--- config.mk ---
export PLATFORM = sky130hd
export DESIGN_NAME = chol_div_seq
export DESIGN_NICKNAME = d
export VERILOG_FILES = /design/src/rtl/chol_pkg.sv /design/src/rtl/chol_sync_fifo.sv /design/src/rtl/chol_div_seq.sv
export SDC_FILE = /design/constraint.sdc
export NUM_CORES = 2
export LEC_CHECK = 0
export CORE_ASPECT_RATIO = 1.5
export CORE_MARGIN = 2
export CORE_UTILIZATION = 50
export CTS_BUF_LIST = sky130_fd_sc_hd__clkbuf_4 sky130_fd_sc_hd__clkbuf_8
export DETAILED_ROUTE_END_ITERATION = 12
export PLACE_DENSITY_LB_ADDON = 0.1
export SYNTH_ARGS = -nofsm -noshare
export SYNTH_HDL_FRONTEND = slang
export SYNTH_SLANG_ARGS = --single-unit
--- constraint.sdc ---
create_clock -name clk -period 5.3 [get_ports clk]
set_input_delay 0.795 -clock clk [delete_from_list [all_inputs] [get_ports clk]]
set_output_delay 0.795 -clock clk [all_outputs]
set_load 0.03 [all_outputs]
--- src/rtl/chol_pkg.sv ---
// Shared Q16.16 constants, default divider latency and sequencer state encoding
// for the Cholesky column-divide path.
package chol_pkg;
    localparam int Q_W = 32;
    localparam int Q_FRAC = 16;
    localparam logic [Q_W-1:0] Q_ONE = 32'h0001_0000;
    localparam int DIV_LATENCY_DEF = 36;

    typedef enum logic [1:0] {
        ST_IDLE,
        ST_PIVOT,
        ST_ISSUE,
        ST_DRAIN
    } state_t;
endpackage

--- src/rtl/chol_sync_fifo.sv ---
// Show-ahead synchronous FIFO with occupancy count; head entry is a register,
// so the read data is stable and resets to zero.
module chol_sync_fifo #(
    parameter int WIDTH = 8,
    parameter int DEPTH = 4
) (
    input  logic                     clk,
    input  logic                     rst_n,
    input  logic                     wr_en,
    input  logic [WIDTH-1:0]         wr_data,
    input  logic                     rd_en,
    output logic [WIDTH-1:0]         rd_data,
    output logic [$clog2(DEPTH):0]   count
);
    localparam int AW = $clog2(DEPTH);
    localparam int CW = AW + 1;

    logic [WIDTH-1:0] mem [DEPTH];
    logic [AW-1:0]    wr_ptr;
    logic [AW-1:0]    rd_ptr;
    logic             do_wr;
    logic             do_rd;

    // A write at full is accepted when the head leaves in the same cycle.
    assign do_rd = rd_en && (count != '0);
    assign do_wr = wr_en && ((count != CW'(DEPTH)) || do_rd);
    assign rd_data = mem[rd_ptr];

    always_ff @(posedge clk or negedge rst_n) begin
        if (!rst_n) begin
            for (int i = 0; i < DEPTH; i++) mem[i] <= '0;
            wr_ptr <= '0;
            rd_ptr <= '0;
            count  <= '0;
        end else begin
            if (do_wr) begin
                mem[wr_ptr] <= wr_data;
                wr_ptr      <= wr_ptr + 1'b1;
            end
            if (do_rd) rd_ptr <= rd_ptr + 1'b1;
            case ({do_wr, do_rd})
                2'b10:   count <= count + 1'b1;
                2'b01:   count <= count - 1'b1;
                default: ;
            endcase
        end
    end
endmodule

--- src/rtl/chol_div_seq.sv ---
// Issue sequencer for the column divider: feeds pivot/dividend pairs, tracks
// the fixed divider latency and buffers tagged quotients with credit flow control.
module chol_div_seq
    import chol_pkg::*;
#(
    parameter int DIV_LATENCY = DIV_LATENCY_DEF,
    parameter int FIFO_DEPTH  = 64,
    parameter int N_MAX       = 16,
    parameter int IDX_W       = $clog2(N_MAX)
) (
    input  logic               clk,
    input  logic               rst_n,
    input  logic               start,
    input  logic [IDX_W:0]     col_len,
    input  logic               s_valid,
    output logic               s_ready,
    input  logic [Q_W-1:0]     s_data,
    output logic               div_divisor_valid,
    output logic               div_dividend_valid,
    output logic [Q_W-1:0]     div_divisor,
    output logic [Q_W-1:0]     div_dividend,
    input  logic [Q_W-1:0]     div_out,
    output logic               m_valid,
    input  logic               m_ready,
    output logic [Q_W-1:0]     m_data,
    output logic [IDX_W-1:0]   m_idx,
    output logic               busy,
    output logic               done,
    output logic               div0
);
    localparam int CW = $clog2(FIFO_DEPTH) + 1;

    state_t                              state;
    logic [IDX_W:0]                      len;
    logic [IDX_W-1:0]                    iss_idx;
    logic [IDX_W-1:0]                    div_idx;
    logic [IDX_W-1:0]                    last_idx;
    logic [Q_W-1:0]                      pivot;
    logic [CW-1:0]                       inflight;
    logic [CW-1:0]                       fifo_count;
    logic [CW:0]                         occupancy;
    logic                                credit_ok;
    logic                                s_fire;
    logic                                iss_fire;
    logic                                m_fire;
    logic [DIV_LATENCY-1:0]              sr_vld;
    logic [DIV_LATENCY-1:0][IDX_W-1:0]   sr_idx;
    logic                                pop;
    logic [Q_W-1:0]                      q_wr;
    logic [IDX_W+Q_W-1:0]                fifo_head;

    // Every accepted dividend holds one credit until its quotient leaves the FIFO.
    assign occupancy = {1'b0, inflight} + {1'b0, fifo_count};
    assign credit_ok = occupancy < (CW+1)'(FIFO_DEPTH);
    assign s_ready   = (state == ST_PIVOT) || ((state == ST_ISSUE) && credit_ok);
    assign s_fire    = s_valid && s_ready;
    assign iss_fire  = s_fire && (state == ST_ISSUE);
    assign m_valid   = (fifo_count != '0);
    assign m_fire    = m_valid && m_ready;
    assign last_idx  = IDX_W'(len - 1'b1);
    assign pop       = sr_vld[DIV_LATENCY-1];
    assign q_wr      = div0 ? Q_W'(0) : div_out;
    assign m_data    = fifo_head[Q_W-1:0];
    assign m_idx     = fifo_head[IDX_W+Q_W-1:Q_W];

    // The divider has no valid output, so the tag pipeline stands in for one.
    always_ff @(posedge clk or negedge rst_n) begin
        if (!rst_n) begin
            sr_vld   <= '0;
            sr_idx   <= '0;
            inflight <= '0;
        end else begin
            sr_vld <= {sr_vld[DIV_LATENCY-2:0], div_divisor_valid};
            sr_idx <= {sr_idx[DIV_LATENCY-2:0], div_idx};
            case ({iss_fire, pop})
                2'b10:   inflight <= inflight + 1'b1;
                2'b01:   inflight <= inflight - 1'b1;
                default: ;
            endcase
        end
    end

    always_ff @(posedge clk or negedge rst_n) begin
        if (!rst_n) begin
            state              <= ST_IDLE;
            len                <= '0;
            iss_idx            <= '0;
            div_idx            <= '0;
            pivot              <= '0;
            div0               <= 1'b0;
            busy               <= 1'b0;
            done               <= 1'b0;
            div_divisor_valid  <= 1'b0;
            div_dividend_valid <= 1'b0;
            div_divisor        <= '0;
            div_dividend       <= '0;
        end else begin
            done               <= 1'b0;
            div_divisor_valid  <= 1'b0;
            div_dividend_valid <= 1'b0;
            case (state)
                ST_IDLE: if (start) begin
                    len     <= (col_len == '0) ? (IDX_W+1)'(1) : col_len;
                    iss_idx <= '0;
                    div0    <= 1'b0;
                    busy    <= 1'b1;
                    state   <= ST_PIVOT;
                end
                ST_PIVOT: if (s_fire) begin
                    pivot <= s_data;
                    div0  <= (s_data == '0);
                    state <= ST_ISSUE;
                end
                ST_ISSUE: if (s_fire) begin
                    div_divisor_valid  <= 1'b1;
                    div_dividend_valid <= 1'b1;
                    div_divisor        <= pivot;
                    div_dividend       <= s_data;
                    div_idx            <= iss_idx;
                    iss_idx            <= iss_idx + 1'b1;
                    if (iss_idx == last_idx) state <= ST_DRAIN;
                end
                ST_DRAIN: if (m_fire && (m_idx == last_idx)) begin
                    done  <= 1'b1;
                    busy  <= 1'b0;
                    state <= ST_IDLE;
                end
                default: state <= ST_IDLE;
            endcase
        end
    end

    chol_sync_fifo #(
        .WIDTH(IDX_W + Q_W),
        .DEPTH(FIFO_DEPTH)
    ) u_fifo (
        .clk    (clk),
        .rst_n  (rst_n),
        .wr_en  (pop),
        .wr_data({sr_idx[DIV_LATENCY-1], q_wr}),
        .rd_en  (m_fire),
        .rd_data(fifo_head),
        .count  (fifo_count)
    );
endmodule

==> summary.txt <==
fresh numbers from the pnr run: status finished clean, Setup crit start kind register, Commonest flop dfrtp_1, Max Transition Viols Final 0, Top Ports 181, Mapped Area 0.111 mm2, First-pass DRT Iterations 5, VDD IR max 0.000343 V, Rel. slew slack 0.177, die width 388 um, initial drt markers 5067, DRC Markers 0, unrepaired setup endpoints after global routing no, gp weighted congestion 0.808, syn nets 9343, post-route ant nets 0, row cnt 211, Least-Margin Pin Slew 1.23 ns, largest net degree at the start of global routing 182, IO Port Bufs 180, clock root cell clkbuf_8, flip-flops with a built-in enable 0, fin crit period 5.17 ns, area leader, netlist dfrtp_1, Final HPWL DP 193 mm, Top logic family multiplexers, H-tree levels 5, Commonest Layout Cell dfrtp_1, Multiplexer share 0.186, Seq/Total Area, Yosys 0.594, Synth warnings 0, Clock transition at path regs 0.07 ns, simple share 0.0841, Leak Pwr 0.0566 uW, antenna violations before repair 11, final instance area 0.124 mm2, setup_tns 0 ns, mean post-synth cell area 12.0 um2, worst r2r path cells 17, critical path data required time 4.51 ns, Crit. End Element primary output, worst-path maximum fanout 29, Main area contributors dfrtp_1 59%, mux4_2 15%, o21ai_0 9.4%, nand2_1 7.6%, mux2_2 3.5%, Cell Type Count 60, Die Ht 580 um, Final period util 0.976, worst hold path type register to register, CTS buffer count 401, overall power 50200 uW, Crit Path Class register to primary output, GR Overflow Total 0, CTS sink cnt 2624, Placed Area 0.115 mm2, WHS Path Cells 0, Top Layout Cells 2618 x dfrtp_1, 2186 x nand2_1, 2069 x o21ai_0, area delta synth->final 12.4%, max_cap viols 0, Worst EP arrival 4.38 ns, ys flops 2624, Max Fclk 0.193 GHz, area fraction in compound gates 0.0981, final hold vios 0, CTS tree yes, first-pass GRT wire length 493 mm, CTS max path bufs 4, clk ins delay skew pair 1.02 ns, Pwr Density 404 mW/mm2, Synth async-reset ratio 1.00, Chip Area, Yosys 0.111 mm2, Adder Share, Synth 0.00330, worst hold-check slack 0.338 ns, Synth Instances 9241, XORs/XNORs by Area 0.00238, yosys cell count 9241, Chip Area 0.225 mm2, Final nets 9228, vias per inst 5.87, Final Setup Violations 0, vias in the first global route 74800, layout cells sized above 1 0.224, OpenROAD warnings 61, Max-area cell share 0.594
==> routing by layer <==
metal,track usage,vias up,part of all wire
li1,-,32000,-
met1,0.387,37400,0.40
met2,0.491,2254,0.49
met3,0.0481,688,0.058
met4,0.120,8,0.043
met5,0,-,0.00016
==> state kept, by name (all words and copies together), names as in the netlist, 2 cells and up <==
signal	flops
u_fifo.mem	2304
sr_idx	144
sr_vld	36
div_dividend	32
div_divisor	32
pivot	32
inflight	7
u_fifo.count	7
u_fifo.rd_ptr	6
u_fifo.wr_ptr	6
div_idx	4
iss_idx	4
len	4
state	2
==> critical path: stages (launching register included) <==
cell and delay [ns]:
dfrtp_4 0.44, buf_12 0.13, buf_16 0.23, buf_4 0.27
mux4_2 0.52, mux4_2 0.57, mux4_2 0.54, clkdlybuf4s50_1 0.62
==> layout make-up <==
type | instances | area [um2]
sequential | 2624 | 65700
fill | 18400 | 95900
timing repair buffer | 390 | 4360
inverter | 28 | 113
antenna | 7 | 17.5
tap | 2875 | 3600
multi-input combinational | 5681 | 41800
clock inverter | 50 | 434
clock buffer | 654 | 8210
==> where the power goes <==
| group | switching [uW] | total [uW] | internal [uW] |
|---|---|---|---|
| registers | 726 | 21700 | 21000 |
| clock network | 7950 | 18000 | 10000 |
| logic | 6330 | 10500 | 4200 |
| total | 15000 | 50200 | 35200 |
==> path summary, 6_finish.rpt <==
kind / startpoint / endpoint / slack [ns]
setup / recovery: u_fifo.rd_ptr[0]$_DFFE_PN0P_ / m_data[8] / 0.13
hold / removal: sr_idx[24]$_DFF_PN0_ / sr_idx[28]$_DFF_PN0_ / 0.34
setup reg to reg: state[0]$_DFFE_PN0P_ / inflight[6]$_DFFE_PN0P_ / 1.28
hold reg to reg: sr_idx[24]$_DFF_PN0_ / sr_idx[28]$_DFF_PN0_ / 0.34
max in group asynchronous: rst_n / u_fifo.mem[321]$_DFFE_PN0P_ / 3.32
min in group asynchronous: rst_n / u_fifo.mem[371]$_DFFE_PN0P_ / 0.45
==> cells in the mapped netlist (all sizes together), types with 2 or more instances <==
cell type  count
and3b          3
nand2b        38
and3           5
a32oi          3
nand3b         2
a22oi          4
xor2          14
fa             2
a21oi         12
mux2         342
mux2i         22
o211ai         2
o21ai       2070
buf          149
a21o           3
dfrtp       2624
mux4         728
a31o           2
and2           3
xnor2         16
nand3         12
o31ai          4
nor3          13
or2            3
nor2b          9
o21a           4
clkbuf       759
ha            26
nand4         13
nand2       2251
inv           27
nor4           9
nor2          26
a31oi          6
o221ai         7
a221oi         9
nor3b          7
==> metrics by stage <==
stage	std cells	worst slack [ns]	util
2_1_floorplan	9241	1.39	-
3_3_place_gp	11600	0.601	0.524
3_5_place_dp	11600	0.676	0.524
4_1_cts	12300	0.00882	0.564
5_1_grt	12300	0.0107	0.564
6_report	12300	0.129	0.564
==> timing repair <==
item | 4_1_cts | 5_1_grt
gates resized | 8 | 0
setup endpoints to repair | 35 | 0
endpoints found under the hold margin | 45 | 0
hold buffers | 1 | 0
setup buffers | 8 | 0
### Placement density heat map

19 x 29 tiles, from dark blue (low) to red (high), 0 to 100% covered.
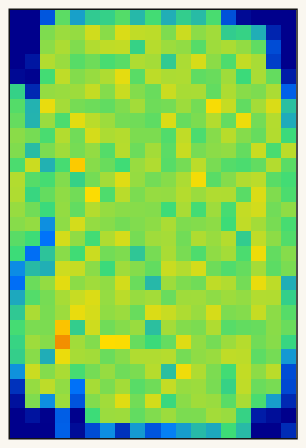
fullest tile: 84%
mean over tiles: 54%
tiles over 75% full: 0.50%
Initial Utilization: 0.502
core area: 0.220 mm2
final core occ: 0.564

### Routed metal, one color a layer

The bar under the picture is 100 um long.
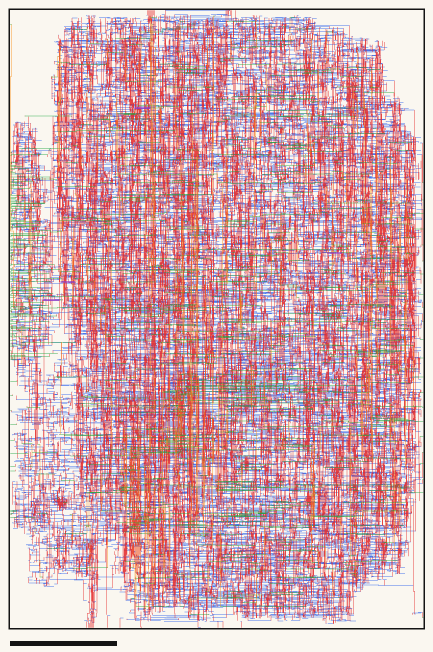
[met1] blue | wire length: 132 mm
[met2] red | wire length: 162 mm
[met5] purple | wire length: 51.5 um
[met3] green | wire length: 18900 um
[met4] orange | wire length: 14100 um
wire per inst: 26.6 um
Total Routing Usage GR: 0.294
vias: 72300
final wirelength: 327 mm

### Track usage over the die

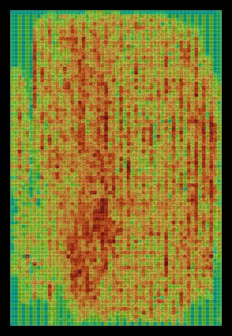
GR Util met2: 0.491
M1 GR Usage: 0.387
met3 track demand over resource: 0.0481
GRT Max-Usage Layer: met2

### Clock wires, drivers and flops

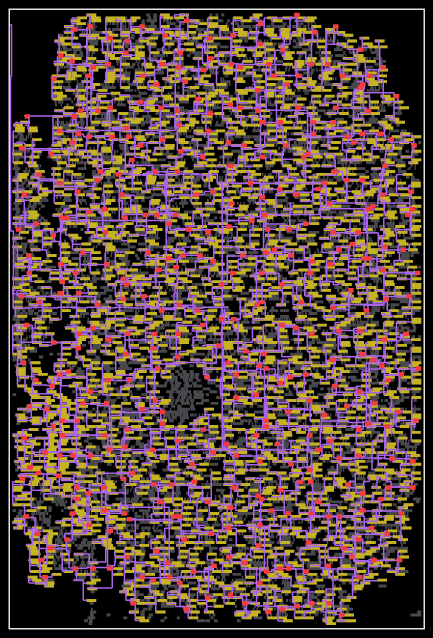
[clock wires] purple | length: 34.1 mm
[cells driving clock nets] red | count: 401
[flip-flops] yellow | count: 2624
routed clock nets: 402
flops lie: all over the die
Clk network pwr share: 0.358
Clk power: 18000 uW
Clock Skews: 0.0724 ns

No activity file was given, so power comes from the tool's default toggle rates.
